==> src/rtl/iiitb_bit_serializer.sv <==
// ---------------------------------------------------------------------------
// iiitb_bit_serializer
//
// Parallel-to-serial front end for the 1010 sequence detector. WIDTH-bit
// words are accepted over a valid/ready handshake and shifted out one bit
// per enabled clock on dout. Consecutive words are sent with no idle bit
// between them. While no data bit is being sent, dout is held at 0 so the
// downstream detector sits in its reset state.
//
// Optional feature (compile-time macro SER_PARITY_EN): after the WIDTH data
// bits, one even-parity bit (XOR of the word) is sent as a further valid
// bit. word_done and the load_ready lookahead then move to that bit.
//
// Parameters:
//   WIDTH      data word width in bits (>= 2)
//   MSB_FIRST  1: bit WIDTH-1 is sent first; 0: bit 0 is sent first
//
// Ports:
//   clk         system clock, rising edge
//   reset       asynchronous, active-high reset
//   en          bit strobe; when low all state holds
//   load_data   parallel word, sampled only on the accepting edge
//   load_valid  load_data is valid
//   load_ready  a word can be accepted this cycle (combinational)
//   dout        serial bit (registered)
//   dout_valid  dout carries a data/parity bit (registered)
//   busy        a word is in flight
//   word_done   one-cycle pulse while the last bit of a word is on dout
// ---------------------------------------------------------------------------
module iiitb_bit_serializer #(
    parameter int WIDTH     = 8,
    parameter bit MSB_FIRST = 1'b1
) (
    input  logic             clk,
    input  logic             reset,
    input  logic             en,
    input  logic [WIDTH-1:0] load_data,
    input  logic             load_valid,
    output logic             load_ready,
    output logic             dout,
    output logic             dout_valid,
    output logic             busy,
    output logic             word_done
);

`ifdef SER_PARITY_EN
    localparam int LIMIT = WIDTH + 1;
`else
    localparam int LIMIT = WIDTH;
`endif
    localparam int CW = $clog2(LIMIT + 1);
    localparam logic [CW-1:0] LIMIT_C = CW'(LIMIT);
    localparam logic [CW-1:0] ONE_C   = CW'(1);
    localparam logic [CW-1:0] ZERO_C  = CW'(0);

    typedef enum logic [0:0] {
        IDLE  = 1'b0,
        SHIFT = 1'b1
    } state_t;

    state_t           state_r;
    state_t           next_state_s;
    logic [WIDTH-1:0] shreg_r;
    logic [WIDTH-1:0] shreg_s;
    logic [CW-1:0]    cnt_r;
    logic [CW-1:0]    cnt_s;
    logic             dout_s;
    logic             dout_valid_s;
    logic             word_done_s;
    logic             last_s;
    logic             accept_s;
`ifdef SER_PARITY_EN
    logic             par_r;
    logic             par_s;

    // Even parity bit of a word: XOR of all its bits.
    function automatic logic even_parity(input logic [WIDTH-1:0] word);
        return ^word;
    endfunction
`endif

    // Bit of a word that goes out first, given the configured bit order.
    function automatic logic first_bit(input logic [WIDTH-1:0] word);
        if (MSB_FIRST) begin
            return word[WIDTH-1];
        end else begin
            return word[0];
        end
    endfunction

    // Word with its first-out bit removed, so the next bit moves into place.
    function automatic logic [WIDTH-1:0] shift_word(input logic [WIDTH-1:0] word);
        if (MSB_FIRST) begin
            return {word[WIDTH-2:0], 1'b0};
        end else begin
            return {1'b0, word[WIDTH-1:1]};
        end
    endfunction

    // The final bit of the current word is on dout; the next enabled edge
    // either retires the word or launches the first bit of the next one.
    assign last_s     = (state_r == SHIFT) && (cnt_r == LIMIT_C);
    assign load_ready = (state_r == IDLE) || (last_s && en);
    assign accept_s   = load_valid && load_ready && en;
    assign busy       = (state_r == SHIFT);

    // State register.
    always_ff @(posedge clk or posedge reset) begin
        if (reset) begin
            state_r <= IDLE;
        end else begin
            state_r <= next_state_s;
        end
    end

    // Next-state logic.
    always_comb begin
        next_state_s = state_r;
        case (state_r)
            IDLE: begin
                if (accept_s) begin
                    next_state_s = SHIFT;
                end else begin
                    next_state_s = IDLE;
                end
            end
            SHIFT: begin
                if (en && last_s && !accept_s) begin
                    next_state_s = IDLE;
                end else begin
                    next_state_s = SHIFT;
                end
            end
            default: begin
                next_state_s = IDLE;
            end
        endcase
    end

    // Next values of the shift register, counter and registered outputs.
    always_comb begin
        shreg_s      = shreg_r;
        cnt_s        = cnt_r;
        dout_s       = dout;
        dout_valid_s = dout_valid;
        word_done_s  = 1'b0;
`ifdef SER_PARITY_EN
        par_s        = par_r;
`endif
        if (!en) begin
            // Stalled: hold everything; word_done only ever lasts one cycle.
            word_done_s = 1'b0;
        end else if (accept_s) begin
            // Accepting edge launches the first bit of the new word.
            shreg_s      = shift_word(load_data);
            dout_s       = first_bit(load_data);
            dout_valid_s = 1'b1;
            cnt_s        = ONE_C;
`ifdef SER_PARITY_EN
            par_s        = even_parity(load_data);
`endif
        end else if ((state_r == SHIFT) && !last_s) begin
            shreg_s      = shift_word(shreg_r);
            dout_s       = first_bit(shreg_r);
            dout_valid_s = 1'b1;
            cnt_s        = cnt_r + ONE_C;
            word_done_s  = ((cnt_r + ONE_C) == LIMIT_C);
`ifdef SER_PARITY_EN
            // All data bits are out: the stored parity bit goes next.
            if (cnt_r == CW'(WIDTH)) begin
                dout_s = par_r;
            end else begin
                dout_s = first_bit(shreg_r);
            end
`endif
        end else begin
            // Idle, or word retired with nothing queued: line goes quiet.
            dout_s       = 1'b0;
            dout_valid_s = 1'b0;
            cnt_s        = ZERO_C;
        end
    end

    // Datapath and output registers.
    always_ff @(posedge clk or posedge reset) begin
        if (reset) begin
            shreg_r    <= {WIDTH{1'b0}};
            cnt_r      <= ZERO_C;
            dout       <= 1'b0;
            dout_valid <= 1'b0;
            word_done  <= 1'b0;
`ifdef SER_PARITY_EN
            par_r      <= 1'b0;
`endif
        end else begin
            shreg_r    <= shreg_s;
            cnt_r      <= cnt_s;
            dout       <= dout_s;
            dout_valid <= dout_valid_s;
            word_done  <= word_done_s;
`ifdef SER_PARITY_EN
            par_r      <= par_s;
`endif
        end
    end

endmodule

==> config.mk <==
export PLATFORM = sky130hd
export DESIGN_NAME = iiitb_bit_serializer
export DESIGN_NICKNAME = d
export VERILOG_FILES = /design/src/rtl/iiitb_bit_serializer.sv
export SDC_FILE = /design/constraint.sdc
export NUM_CORES = 1
export LEC_CHECK = 0
export ABC_CLOCK_PERIOD_IN_PS = 1500
export CORE_ASPECT_RATIO = 0.75
export CORE_MARGIN = 2
export CORE_UTILIZATION = 44
export DETAILED_ROUTE_END_ITERATION = 10
export PLACE_DENSITY = 0.73
export SYNTH_ARGS = -nofsm -noshare
export SYNTH_HDL_FRONTEND = slang
export SYNTH_SLANG_ARGS = --single-unit
export TNS_END_PERCENT = 5
==> constraint.sdc <==
create_clock -name clk -period 1.5 [get_ports clk]
set_clock_uncertainty 0.05 [all_clocks]
set_input_delay 0.3 -clock clk [delete_from_list [all_inputs] [get_ports clk]]
set_output_delay 0.3 -clock clk [all_outputs]
set_load 0.05 [all_outputs]
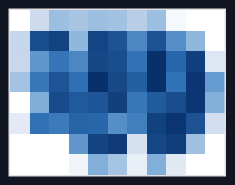
Fig. 1. Cell area per tile.
Drawn at 4 px/µm. The die is cut into 11 by 8 equal tiles; white is low, dark blue is high, 0 to 100% covered.
36% of the tiles are over 75% full. The mean over all tiles is 54%. The fullest tile reaches 100%.
Initial Util: 46.73%
core footprint: 1740 µm²
final core utilization: 69.88%

==> out/metrics.cfg <==
[final_timing]
maxSlewViolCount=0
slew_headroom_pct=79.41
max_freq_mhz=599.6
hold_ws_ns=0.1689
tightest_slew_ns=0.3089
finalSetupViolations=8
finalHoldViolCount=0
worst_slack_ns=-0.1678
fin_crit_ns=1.668

[critical_path]
crit_fanout=2
endpoint_kind=output port
critPathSlowestCell=dfrtp_1
crit_chain=inv_2, ha_4, nand3b_4, o21ai_4, buf_12
startpoint_type=flip-flop
path_buffers=2
arrival_ns=1.32

[global_route]
grt_pass1_vias=644

[logic_synthesis]
ys_area_um2=813.3
ys_warn_count=0
top_cell_area_share_pct=46.15
synthTopCellsByArea=dfrtp_1, inv_1, a222oi_1, ha_1, nand3b_4
yosysSeqAreaShare_pct=46.15

[power]
power_density_nw_per_um2=1793
p_leak_nw=0.6252

[placement]
dpl_worst_slack_ns=-0.2826
gp_congestion=0.7839

[drt]
firstDrtPassIters=6
wl_per_cell_um=13.05
drt-vias-per-instance=5.115
drt_iter0_markers=27
drc_errors=0

[floorplan]
dieArea_um2=2212
row_count=13

[run_status]
status=complete, but fails checks
violations=negative setup slack

[clock_network]
numCtsBuffers=3
cts_root_buffer=clkbuf_4

[layout]
fin_cells=139

[hold_path]
hold_path.class=in -> async

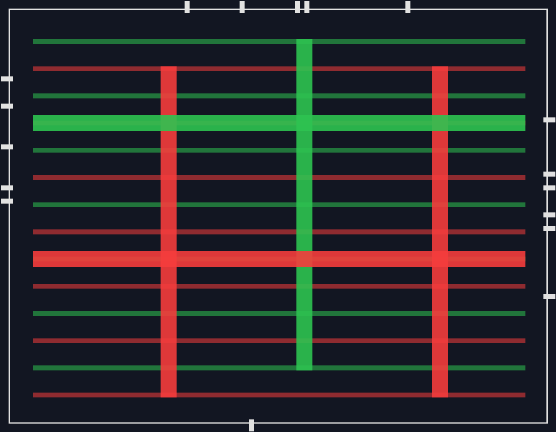
Fig. 2. Power grid.
Drawn at 10 px/µm. Pins as bars on the die edge.
VSS: in red. VDD: in green.
2 straps on met5. 17 signal pins sit on the boundary.
Chip Height: 41.23 µm
Worst IR Drop VDD: 1.064 mV
Die X-Extent: 53.65 µm

cell usage after synthesis:
cell	count
a2bb2oi_1	2
nor2b_1	1
a22o_1	1
and3b_1	1
ha_1	3
nor3_1	1
and2_1	2
o2bb2ai_1	1
and3b_2	1
buf_2	1
a21oi_2	1
clkbuf_1	1
o221ai_1	1
and4b_1	1
dfrtp_1	15
and2_4	2
nand3b_4	1
nand3_1	1
a21oi_1	2
o22ai_1	1
a222oi_1	6
a21boi_0	2
inv_1	21
nand2_1	5
buf_6	1
nand4_1	2
o21ai_0	4
o211ai_1	1
nor2_1	1
state kept, by name, indices dropped and copies added, names as in the netlist:
register    flops
dout_valid      1
dout            1
busy            1
cnt_r           4
word_done       1
shreg_r         7
cell families (layout without fill, tap and decap cells):
| group | count (synthesis) | after routing | synth area share, % |
|---|---|---|---|
| compound gates | 22 | 22 | 21.08 |
| fa+ha+maj | 3 | 3 | 4.616 |
| buf+inv | 24 | 58 | 12.15 |
| flops | 15 | 15 | 46.15 |
| simple gates | 19 | 19 | 16.00 |
final cells by class:
class                      instances  area, µm²
multi-input combinational         44      362.8
sequential                        15      376.6
tap                               22      27.53
inverter                          21      78.83
clock buffer                       4      26.28
timing repair buffer              33      344.1
fill                             121      524.3
repair_timing:
item / CTS / global route
setup buffers: 2 / 2
pin swaps: 1 / 3
resized: 2 / 2
setup endpoints to repair: 3 / 10
stage by stage:
stage                     cell area [µm²]  setup TNS (ns)
after CTS                            1195         -0.4685
after global routing                 1216          -1.023
after detailed placement             1154          -2.170
after floorplan                     844.6       -0.008487
final                                1216         -0.3652
after global placement               1154          -1.507
routing by layer:
metal / global-route usage, % / part of all wire, % / vias to the layer above
li1: - / - / 357
met3: 6.569 / 7.3 / 2
met4: 3.846 / 1.5 / 0
met2: 33.33 / 47 / 35
met5: 0 / 0 / -
met1: 24.12 / 44 / 317
where the power goes:
part,internal (mW),switching (mW)
Combinational,0.654,0.617
Sequential,0.567,0.116
Clock,0.103,0.122
Total,1.32,0.856
final timing paths:
| check | start | slack (ns) | to | cells past startpoint |
|---|---|---|---|---|
| hold / removal | reset | 0.17 | dout$_DFFE_PP0P_ | 2 |
| setup reg to reg | cnt_r[1]$_DFFE_PP0P_ | -0.07 | shreg_r[4]$_DFFE_PP0P_ | 6 |
| hold reg to reg | shreg_r[1]$_DFFE_PP0P_ | 0.47 | shreg_r[1]$_DFFE_PP0P_ | 1 |
| setup / recovery | cnt_r[1]$_DFFE_PP0P_ | -0.17 | load_ready | 5 |
| min in group clk | en | 0.31 | dout_valid$_DFFE_PP0P_ | 2 |
| max in group asynchronous | reset | 0.84 | shreg_r[5]$_DFFE_PP0P_ | 3 |
cell usage in the layout, fill, tap and decap left out, types with 2 or more instances in the layout:
master	count
inv_1	19
buf_4	16
dfrtp_1	14
clkdlybuf4s50_1	10
a222oi_1	6
nand2_1	5
buf_12	5
o21ai_0	3
clkbuf_4	3
and2_4	2
and2_1	2
a21oi_1	2
a21boi_0	2
inv_2	2
a2bb2oi_1	2
nand4_1	2
ha_1	2
No activity file was given, so power comes from the tool's default toggle rates.
